**src/rtl/sseg_decoder.sv**
```systemverilog
// rtl/sseg_decoder.sv - seven-segment bus monitor: decodes a multiplexed display back to a 16-bit BCD frame
// Optional SSEG_DEC_SYNC_EN adds a 2-flop input synchroniser ahead of the sample stage.
module sseg_decoder #(
    parameter int STABLE_CYCLES = 4
) (
    input  logic        i_clk,
    input  logic        i_rst,
    input  logic [3:0]  i_anode,
    input  logic [7:0]  i_sseg,
    output logic [15:0] o_value,
    output logic [3:0]  o_dp,
    output logic        o_valid,
    output logic        o_seg_err,
    output logic        o_an_err
);

    localparam int CW = $clog2(STABLE_CYCLES) + 1;
    localparam logic [CW-1:0] CNT_MAX = CW'(STABLE_CYCLES);
    localparam logic [CW-1:0] CNT_ACC = CW'(STABLE_CYCLES - 1);

    typedef enum logic [1:0] {ST_BLANK, ST_SETTLE, ST_HOLD} state_t;

    logic [3:0] w_an_in;
    logic [7:0] w_seg_in;

`ifdef SSEG_DEC_SYNC_EN
    logic [3:0] r_sync_an1, r_sync_an2;
    logic [7:0] r_sync_seg1, r_sync_seg2;

    always_ff @(posedge i_clk or posedge i_rst) begin
        if (i_rst) begin
            r_sync_an1  <= '1;
            r_sync_an2  <= '1;
            r_sync_seg1 <= '1;
            r_sync_seg2 <= '1;
        end else begin
            r_sync_an1  <= i_anode;
            r_sync_an2  <= r_sync_an1;
            r_sync_seg1 <= i_sseg;
            r_sync_seg2 <= r_sync_seg1;
        end
    end

    assign w_an_in  = r_sync_an2;
    assign w_seg_in = r_sync_seg2;
`else
    assign w_an_in  = i_anode;
    assign w_seg_in = i_sseg;
`endif

    logic [3:0]      r_samp_an;
    logic [7:0]      r_samp_seg;
    logic [CW-1:0]   r_cnt;
    logic            r_accepted;
    state_t          r_state, w_state_next;
    logic [3:0][3:0] r_digit;
    logic [3:0]      r_dpbuf;
    logic [3:0]      r_seen;

    logic            w_change;
    logic            w_accept;
    logic [3:0]      w_low;
    logic            w_one_low;
    logic [1:0]      w_idx;
    logic            w_legal;
    logic [3:0]      w_code;
    logic [3:0][3:0] w_frame;
    logic [3:0]      w_dp_frame;

    // The counter tracks how many times the incoming sample has repeated the held one.
    assign w_change = {w_an_in, w_seg_in} != {r_samp_an, r_samp_seg};

    always_comb begin
        w_state_next = r_state;
        w_accept     = 1'b0;
        if (w_change) begin
            w_state_next = (w_an_in == 4'hF) ? ST_BLANK : ST_SETTLE;
        end else if (r_state == ST_SETTLE && !r_accepted && r_cnt == CNT_ACC) begin
            w_accept     = 1'b1;
            w_state_next = ST_HOLD;
        end
    end

    assign w_low     = ~r_samp_an;
    assign w_one_low = (w_low != 4'd0) && ((w_low & (w_low - 4'd1)) == 4'd0);

    always_comb begin
        w_idx = 2'd0;
        case (w_low)
            4'b0010: w_idx = 2'd1;
            4'b0100: w_idx = 2'd2;
            4'b1000: w_idx = 2'd3;
            default: w_idx = 2'd0;
        endcase
    end

    always_comb begin
        w_legal = 1'b1;
        w_code  = 4'd0;
        case (r_samp_seg[6:0])
            7'h40: w_code = 4'd0;
            7'h79: w_code = 4'd1;
            7'h24: w_code = 4'd2;
            7'h30: w_code = 4'd3;
            7'h19: w_code = 4'd4;
            7'h12: w_code = 4'd5;
            7'h02: w_code = 4'd6;
            7'h78: w_code = 4'd7;
            7'h00: w_code = 4'd8;
            7'h10: w_code = 4'd9;
            default: w_legal = 1'b0;
        endcase
    end

    // Frame as it will look including the digit being accepted this edge.
    always_comb begin
        w_frame    = r_digit;
        w_dp_frame = r_dpbuf;
        w_frame[w_idx]    = w_code;
        w_dp_frame[w_idx] = ~r_samp_seg[7];
    end

    always_ff @(posedge i_clk or posedge i_rst) begin
        if (i_rst) begin
            r_state <= ST_BLANK;
        end else begin
            r_state <= w_state_next;
        end
    end

    always_ff @(posedge i_clk or posedge i_rst) begin
        if (i_rst) begin
            r_samp_an  <= '1;
            r_samp_seg <= '1;
            r_cnt      <= '0;
            r_accepted <= 1'b0;
            r_digit    <= '0;
            r_dpbuf    <= '0;
            r_seen     <= '0;
            o_value    <= '0;
            o_dp       <= '0;
            o_valid    <= 1'b0;
            o_seg_err  <= 1'b0;
            o_an_err   <= 1'b0;
        end else begin
            r_samp_an  <= w_an_in;
            r_samp_seg <= w_seg_in;
            o_valid    <= 1'b0;
            o_seg_err  <= 1'b0;
            o_an_err   <= 1'b0;

            if (w_change) begin
                r_cnt      <= '0;
                r_accepted <= 1'b0;
            end else begin
                if (r_cnt != CNT_MAX) begin
                    r_cnt <= r_cnt + 1'b1;
                end
                if (w_accept) begin
                    r_accepted <= 1'b1;
                end
            end

            if (w_accept) begin
                if (!w_one_low) begin
                    o_an_err <= 1'b1;
                    r_seen   <= '0;
                end else if (!w_legal) begin
                    o_seg_err <= 1'b1;
                    r_seen    <= '0;
                end else begin
                    r_digit <= w_frame;
                    r_dpbuf <= w_dp_frame;
                    if ((r_seen | w_low) == 4'hF) begin
                        o_value <= w_frame;
                        o_dp    <= w_dp_frame;
                        o_valid <= 1'b1;
                        r_seen  <= '0;
                    end else begin
                        r_seen <= r_seen | w_low;
                    end
                end
            end
        end
    end

endmodule

```
**config.mk**
```make
export PLATFORM = sky130hd
export DESIGN_NAME = sseg_decoder
export DESIGN_NICKNAME = d
export VERILOG_FILES = /design/src/rtl/sseg_decoder.sv
export SDC_FILE = /design/constraint.sdc
export NUM_CORES = 1
export LEC_CHECK = 0
export CAP_MARGIN = 20
export CORE_UTILIZATION = 55
export CTS_CLUSTER_DIAMETER = 120
export DETAILED_ROUTE_END_ITERATION = 10
export PLACE_DENSITY = 0.88
export SYNTH_ARGS = -nofsm -noshare
export SYNTH_HDL_FRONTEND = slang
export SYNTH_SLANG_ARGS = --single-unit
```
**constraint.sdc**
```tcl
create_clock -name i_clk -period 2.9 [get_ports i_clk]
set_clock_uncertainty 0.15 [all_clocks]
set_input_delay 0.58 -clock i_clk [delete_from_list [all_inputs] [get_ports i_clk]]
set_output_delay 0.58 -clock i_clk [all_outputs]
set_load 0.1 [all_outputs]
```
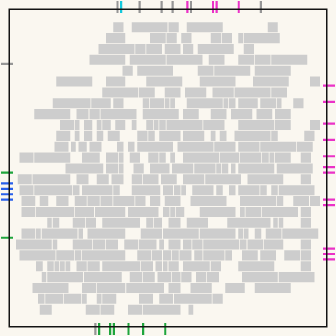
run_1/io_placement.png
Pins as bars across the die edge, other pins in grey.
- blue: i_anode (pins 4; direction input; edge left)
- green: i_sseg (pins 8; direction input; edge 6 bottom, 2 left)
- magenta: o_value (pins 16; direction output; edge 12 right, 4 top)
- cyan: o_an_err (pins 1; direction output; edge top)
- all pins by edge: 12 right, 11 top, 7 left, 7 bottom

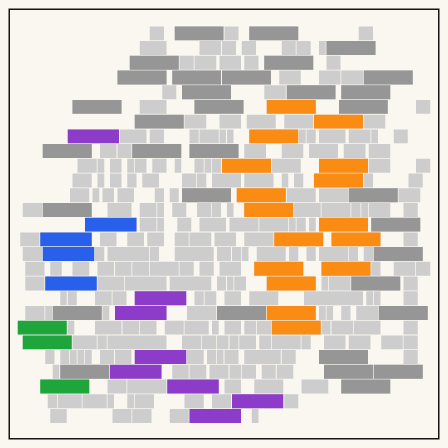
run_1/flops_by_reg.png
Other sequential cells in the stronger grey, the rest of the logic in the fainter grey.
- purple: r_samp_seg (placed flops 8)
- orange: r_digit (placed flops 16)
- green: r_cnt (placed flops 3)
- blue: r_samp_an (placed flops 4; where left middle)

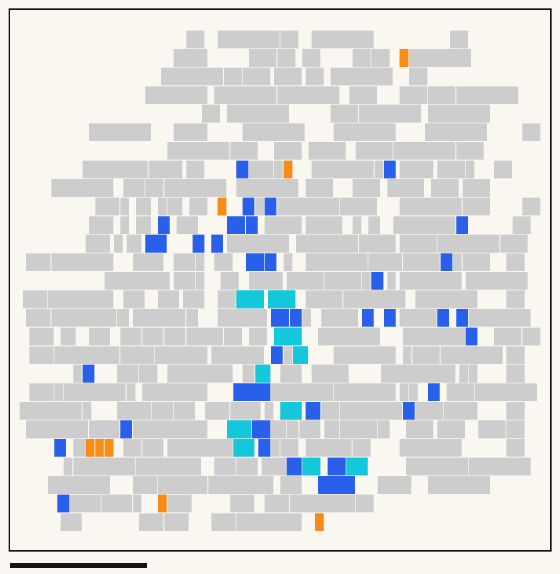
run_1/logic_types.png
Bar = 20 um.
- orange: inverters (cells 8; most used inv_1)
- blue: inverting AOI/OAI gates (cells 36; most used o21ai_0)
- cyan: AND and OR gates (cells 10; most used or3_4)

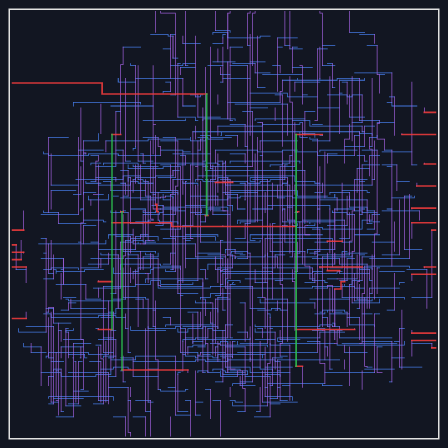
run_1/wires.png
- purple: metal 2 (wire length 3070 um)
- blue: metal 1 (wire length 2590 um)
- green: metal 4 (wire length 131 um)
- red: metal 3 (wire length 181 um)

==> deck_impl_summary.md, run 1 <==
Key Metrics from the Run

Setup path
  • Worst endpoint data arrival time: 2.62 ns
  • Reg2Reg Depth: 6
  • Critical path depth in cells: 7
  • Delay-heaviest family, CP: simple AND/OR/NAND/NOR gates
  • Worst R2R Start: r_samp_seg[1]$_DFF_PP1_
  • Crit path buf inv count: 2
  • R2R Setup Slk: 0.45 ns

CTS
  • # clock sinks: 64
  • Post-CTS Setup Repair Bufs: 0
  • Clock buffer depth: 2
  • Inserted Clock Buffers: 9
  • TritonCTS clock tree: yes
  • H-tree depth: 3
  • PostCTS Resize Cnt: 0
  • Clock transition at path regs: 0.07 ns

Pwr
  • PD cells: 496 nW/um^2
  • P_sw: 0.427 mW
  • Switch share: 22.6%
  • Reg power frac: 49.4%
  • Top Consumer: registers
  • Combinational power share: 6.0%
  • Static leakage: 1.85 nW
  • P_seq: 0.932 mW
  • Comb group: 0.113 mW

Synthesis
  • Comb area leader: multiplexers
  • Syn_nets: 280
  • Avg Cell Area, Syn: 12.4 sq um
  • Post-synth regs: 64
  • Top cells by count: dfrtp_1 (52), mux2_1 (23), nand2_1 (19)
  • Mux area share: 16.3%
  • Xor+xnor area frac: 4.02%
  • Syn Inst Count: 263
  • Area leader share: 39.8%
  • Cells in synth_stat.txt: 263
  • Ao+oa area frac: 8.42%
  • Adder share: 1.15%
  • Dominant flop cell: dfrtp_1

Die
  • # rows: 27
  • Die X: 79.1 um
  • Top Ports: 37
  • FP Util: 58.3%
  • # Taps: 72
  • Die Y-Extent: 79.1 um
  • Core Area: 5610 sq um

Cells and area
  • Biggest Area Class: registers
  • Layout cells sized above 1: 33.2%
  • Top Layout Cells: dfrtp_1 (52), buf_4 (31), mux2_1 (23), nand2_1 (19), mux2_4 (16)
  • Logic inverters: 8
  • Clock buffer count: 10
  • Clk tree area frac: 5.78%
  • Final Non-Filler Cells: 376
  • Logic area: 1450 sq um
  • Combinational share of cell area: 38.0%
  • Filler Cells Inserted: 415
  • Post-route cell area: 3810 sq um
  • Mi-comb count: 170
  • Final nets: 316

Global route
  • Top Usage Layer GRT: met2
  • GR Layer Usage met2: 35.7%
  • Initial antenna violation count: 0
  • Vias in the first global route: 2039
  • Pin count of the biggest net entering global routing: 65
  • GRT Util Overall: 21.8%
  • Met3 usage: 5.17%
  • First-pass GRT wire length: 9950 um
  • Met1 global-route usage: 26.7%

Min path
  • WHS Path Cells: 1
  • Hold EP: o_dp[0]$_DFFE_PP0P_
  • Worst Hold Class: flop to flop

Detailed routing
  • Remaining DRCs: 0
  • Drt pass-1 iters: 6
  • Avg WL per Cell: 15.9 um
  • Final WL: 5970 um
  • DR vias: 2088
  • M1 WL: 2590 um
  • Metal2 WL: 3070 um
  • Antenna Nets Post-Route: 0

Timing
  • Hold_ws: 0.344 ns
  • Final WS setup: 0.350 ns
  • Setup-failing EPs final: 0
  • Final hold violation count: 0
  • Unrepaired setup endpoints after global routing: false
  • Fin crit share: 87.9%
  • Slew margin rel.: 43.3%

Placed design
  • Pre-CTS setup slack: -0.0131 ns
  • Hpwl dp: 4310 um
  • GPL Wtd Cong: 0.795

Outcome
  • Status: completed
run_1/clocks.png
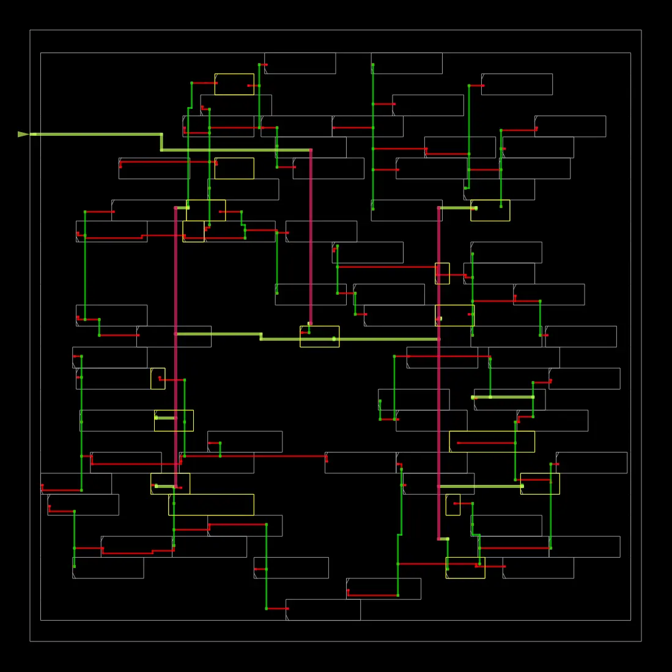

--- run 2 (diff from run 1) ---
- CORE_UTILIZATION: 55 -> 50
- HOLD_SLACK_MARGIN: default -> 0.03
- PLACE_DENSITY: 0.88 -> 0.82
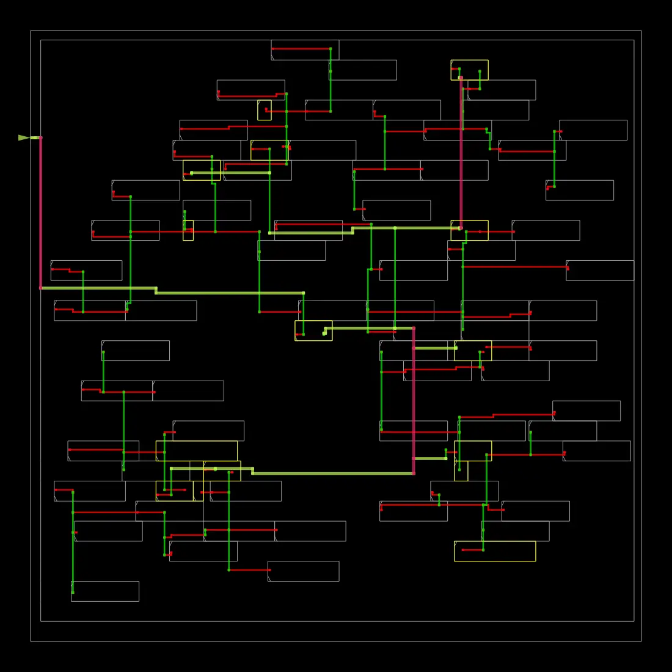
run_2/clocks.png
clk_lat worst skew: 0.34 ns
seq_cells: 64
clk pwr: 0.804 mW
clock buffer count: 11

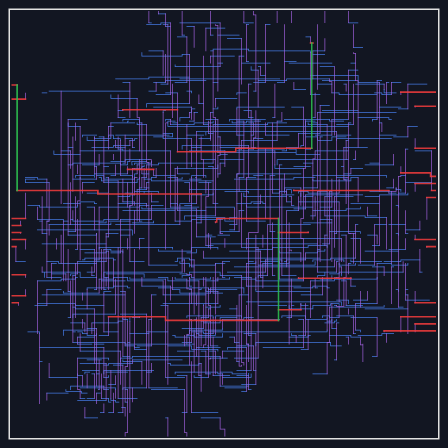
run_2/wires.png
- blue: metal 1 (wire length 2770 um)
- green: metal 4 (wire length 60.5 um)
- red: metal 3 (wire length 241 um)
- purple: metal 2 (wire length 2780 um)

==> run 2 against run 1 <==
  * Worst setup slack worse by 0.017 ns
  * Sequential share of layout area hardly changed
  * Die size is 9.7% higher
  * Critical path depth stayed put
  * Via count is 1.1% lower
  * Register-to-register slack hardly changed
  * Clock-buffer cell count is 1 higher
  * Core utilization is 8.0 points lower
  * Global-route usage is 2.8 points lower
  * Maximum frequency is 0.66% lower
  * Critical path type unchanged
  * Critical endpoint unchanged
  * Largest power group unchanged
==> deck_impl_summary.md, run 2 <==
Key Metrics from the Run

Synthesis
  • Adder share: 1.15% (unchanged)
  • Top cells by count: dfrtp_1 (52), mux2_1 (23), nand2_1 (19) (unchanged)
  • Syn_nets: 280 (unchanged)
  • Mux area share: 16.3% (unchanged)
  • Cells in synth_stat.txt: 263 (unchanged)
  • Syn Inst Count: 263 (unchanged)
  • Comb area leader: multiplexers (unchanged)
  • Xor+xnor area frac: 4.02% (unchanged)
  • Ao+oa area frac: 8.42% (unchanged)
  • Area leader share: 39.8% (unchanged)
  • Avg Cell Area, Syn: 12.4 sq um (unchanged)

Setup path
  • Startpoint Class: input port (unchanged)
  • Reg2Reg Depth: 6 (unchanged)
  • R2R Setup Slk: 0.44 ns (was 0.45 ns)
  • Delay-heaviest family, CP: simple AND/OR/NAND/NOR gates (unchanged)
  • Worst R2R Start: r_samp_seg[1]$_DFF_PP1_ (unchanged)
  • Worst endpoint data arrival time: 2.64 ns (was 2.62 ns)
  • Critical path depth in cells: 7 (unchanged)

Cells and area
  • Logic area: 1450 sq um (unchanged)
  • Post-route cell area: 3810 sq um (about the same)
  • Biggest Area Class: registers (unchanged)
  • Layout cells sized above 1: 33.0% (was 33.2%)
  • Final nets: 319 (was 316)
  • Mi-comb count: 170 (unchanged)
  • Logic inverters: 8 (unchanged)
  • Clk tree area frac: 5.29% (was 5.78%)
  • Filler Cells Inserted: 523 (was 415)
  • Top Layout Cells: dfrtp_1 (52), buf_4 (35), mux2_1 (23), nand2_1 (19), mux2_4 (16) (was dfrtp_1 (52), buf_4 (31), mux2_1 (23), nand2_1 (19), mux2_4 (16))

CTS
  • Clock transition at path regs: 0.06 ns (was 0.07 ns)
  • Inserted Clock Buffers: 9 (unchanged)
  • # clock sinks: 64 (unchanged)
  • PostCTS Resize Cnt: 0 (unchanged)
  • TritonCTS clock tree: yes (unchanged)
  • Clock buffer depth: 2 (unchanged)

Die
  • Die Y-Extent: 82.9 um (was 79.1 um)
  • # rows: 29 (was 27)
  • Top Ports: 37 (unchanged)
  • Die X: 82.9 um (was 79.1 um)
  • # Taps: 77 (was 72)

Timing
  • Fin crit share: 88.5% (was 87.9%)
  • Unrepaired setup endpoints after global routing: false (unchanged)
  • Setup-failing EPs final: 0 (unchanged)
  • Slew margin rel.: 44.0% (was 43.3%)
  • Hold_ws: 0.341 ns (was 0.344 ns)
  • Final WS setup: 0.334 ns (was 0.350 ns)

Pwr
  • P_sw: 0.413 mW (was 0.427 mW)
  • Static leakage: 1.85 nW (about the same)
  • Reg power frac: 50.4% (was 49.4%)
  • Combinational power share: 6.1% (was 6.0%)
  • P_seq: 0.932 mW (about the same)
  • PD cells: 486 nW/um^2 (was 496 nW/um^2)
  • Comb group: 0.112 mW (was 0.113 mW)
  • Top Consumer: registers (unchanged)

Global route
  • Met1 global-route usage: 25.0% (was 26.7%)
  • GRT Util Overall: 19.0% (was 21.8%)
  • First-pass GRT wire length: 10200 um (was 9950 um)
  • Top Usage Layer GRT: met2 (unchanged)
  • Pin count of the biggest net entering global routing: 23 (was 65)

Min path
  • Worst Hold Class: flop to flop (unchanged)
  • WHS Path Cells: 1 (unchanged)
  • Hold EP: o_value[8]$_DFFE_PP0P_ (was o_dp[0]$_DFFE_PP0P_)

Detailed routing
  • Final WL: 5860 um (was 5970 um)
  • DR vias: 2064 (was 2088)
  • M1 WL: 2770 um (was 2590 um)
  • Remaining DRCs: 0 (unchanged)
  • Avg WL per Cell: 15.3 um (was 15.9 um)
  • Antenna Nets Post-Route: 0 (unchanged)
  • Metal2 WL: 2780 um (was 3070 um)
  • Drt pass-1 iters: 4 (was 6)

Outcome
  • Status: completed (unchanged)

Placed design
  • Pre-CTS setup slack: -0.0205 ns (was -0.0131 ns)
  • Hpwl dp: 4280 um (was 4310 um)
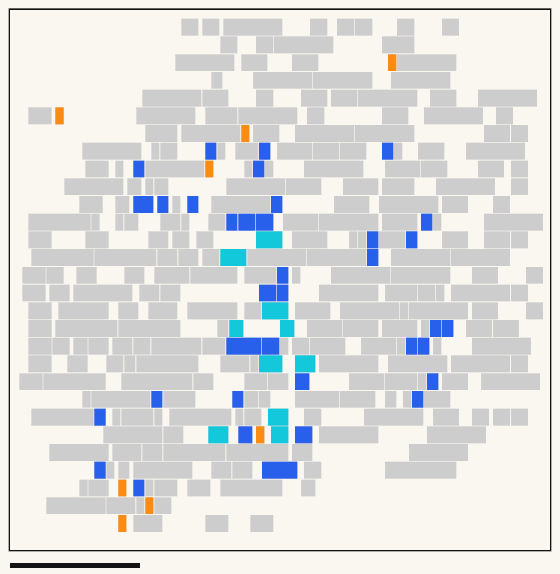
run_2/logic_types.png
Bar = 20 um.
most instantiated logic cell after routing: dfrtp_1
Final Non-Filler Cells: 383
combinational share of cell area: 38.1%

--- run 3 (diff from run 2) ---
- ABC_CLOCK_PERIOD_IN_PS: default -> 2900
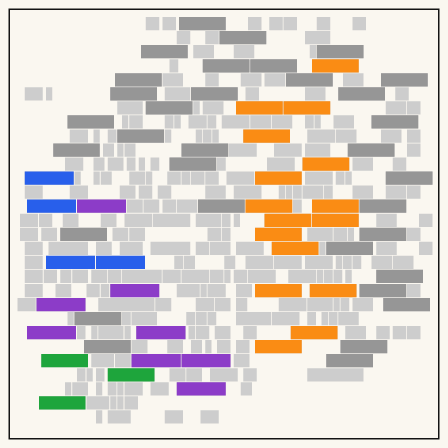
run_3/flops_by_reg.png
Other sequential cells in the stronger grey, the rest of the logic in the fainter grey.
fraction of area in registers: 42.5%
Storage cell area: 1620 sq um
final core occ: 59.9%
P_seq: 0.932 mW

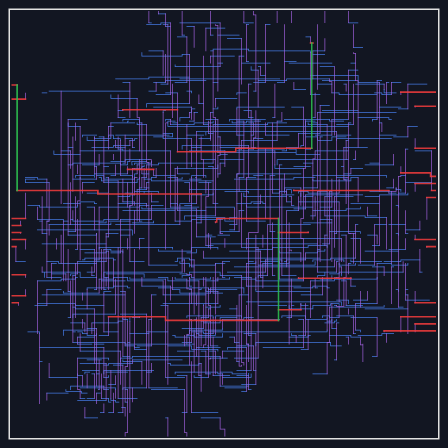
run_3/wires.png
- blue: metal 1 (wire length 2770 um)
- green: metal 4 (wire length 60.5 um)
- red: metal 3 (wire length 241 um)
- purple: metal 2 (wire length 2780 um)

==> run 3 against run 2 <==
  * Clock power barely moved
  * Routed wire length stayed put
  * Largest cell class unchanged
  * Worst hold slack unchanged
  * Critical path depth unchanged
  * Sequential share of layout area did not move
  * Highest routed layer unchanged
  * Sequential power hardly changed
  * Core utilization stayed put
  * Synthesized area unchanged
==> deck_impl_summary.md, run 3 <==
Key Metrics from the Run

Global route
  • GRT Util Overall: 19.0% (unchanged)
  • Top Usage Layer GRT: met2 (unchanged)
  • First-pass GRT wire length: 10200 um (unchanged)
  • Met1 global-route usage: 25.0% (unchanged)
  • Pin count of the biggest net entering global routing: 23 (unchanged)
  • Initial antenna violation count: 0 (unchanged)

Synthesis
  • Adder share: 1.15% (unchanged)
  • Ao+oa area frac: 8.42% (unchanged)
  • Xor+xnor area frac: 4.02% (unchanged)
  • Comb area leader: multiplexers (unchanged)
  • Mux area share: 16.3% (unchanged)
  • Syn_nets: 280 (unchanged)
  • Top cells by count: dfrtp_1 (52), mux2_1 (23), nand2_1 (19) (unchanged)
  • Dominant flop cell: dfrtp_1 (unchanged)
  • Cells in synth_stat.txt: 263 (unchanged)
  • Avg Cell Area, Syn: 12.4 sq um (unchanged)

CTS
  • H-tree depth: 3 (unchanged)
  • Clock transition at path regs: 0.06 ns (about the same)
  • Post-CTS Setup Repair Bufs: 0 (unchanged)
  • TritonCTS clock tree: yes (unchanged)
  • Clk_lat worst skew: 0.34 ns (about the same)
  • Clock buffer depth: 2 (unchanged)

Timing
  • Hold_ws: 0.341 ns (unchanged)
  • Setup-failing EPs final: 0 (unchanged)
  • Final hold violation count: 0 (unchanged)

Die
  • # rows: 29 (unchanged)
  • FP Util: 51.5% (unchanged)
  • Core Area: 6350 sq um (unchanged)
  • Die Y-Extent: 82.9 um (unchanged)
  • Die X: 82.9 um (unchanged)

Placed design
  • GPL Wtd Cong: 0.781 (unchanged)

Cells and area
  • Clock buffer count: 11 (unchanged)
  • Top Layout Cells: dfrtp_1 (52), buf_4 (35), mux2_1 (23), nand2_1 (19), mux2_4 (16) (unchanged)
  • Most instantiated logic cell after routing: dfrtp_1 (unchanged)
  • Filler Cells Inserted: 523 (unchanged)
  • Biggest Area Class: registers (unchanged)
  • Post-route cell area: 3810 sq um (unchanged)
  • Final Non-Filler Cells: 383 (unchanged)
  • Combinational share of cell area: 38.1% (unchanged)

Detailed routing
  • M1 WL: 2770 um (unchanged)
  • Drt pass-1 iters: 4 (unchanged)
  • Final WL: 5860 um (unchanged)

Pwr
  • Clk pwr: 0.804 mW (about the same)
  • PD cells: 486 nW/um^2 (unchanged)
  • Static leakage: 1.85 nW (unchanged)
  • Switch share: 22.3% (unchanged)
  • Comb group: 0.112 mW (about the same)

Min path
  • Worst Hold Class: flop to flop (unchanged)

Outcome
  • Status: completed (unchanged)

Setup path
  • Worst R2R Start: r_samp_seg[1]$_DFF_PP1_ (unchanged)
  • Startpoint Class: input port (unchanged)
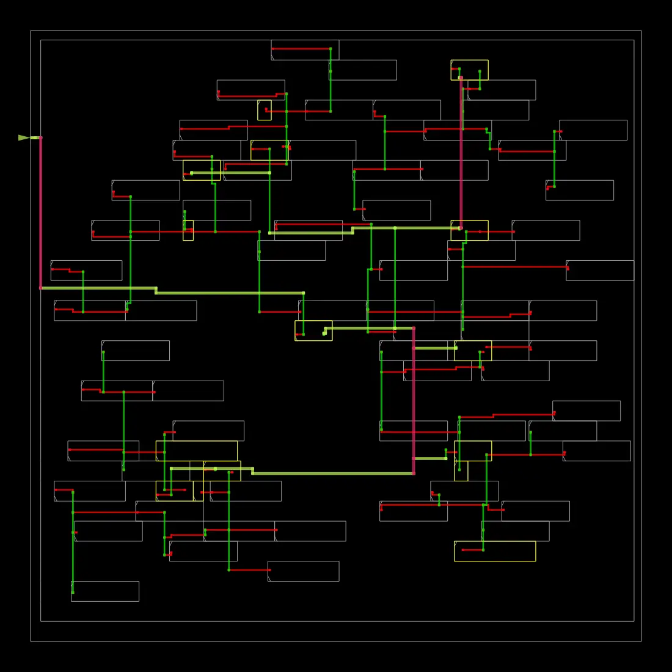
run_3/clocks.png
Inserted Clock Buffers: 9
# clock sinks: 64

No activity file was given, so power comes from the tool's default toggle rates.
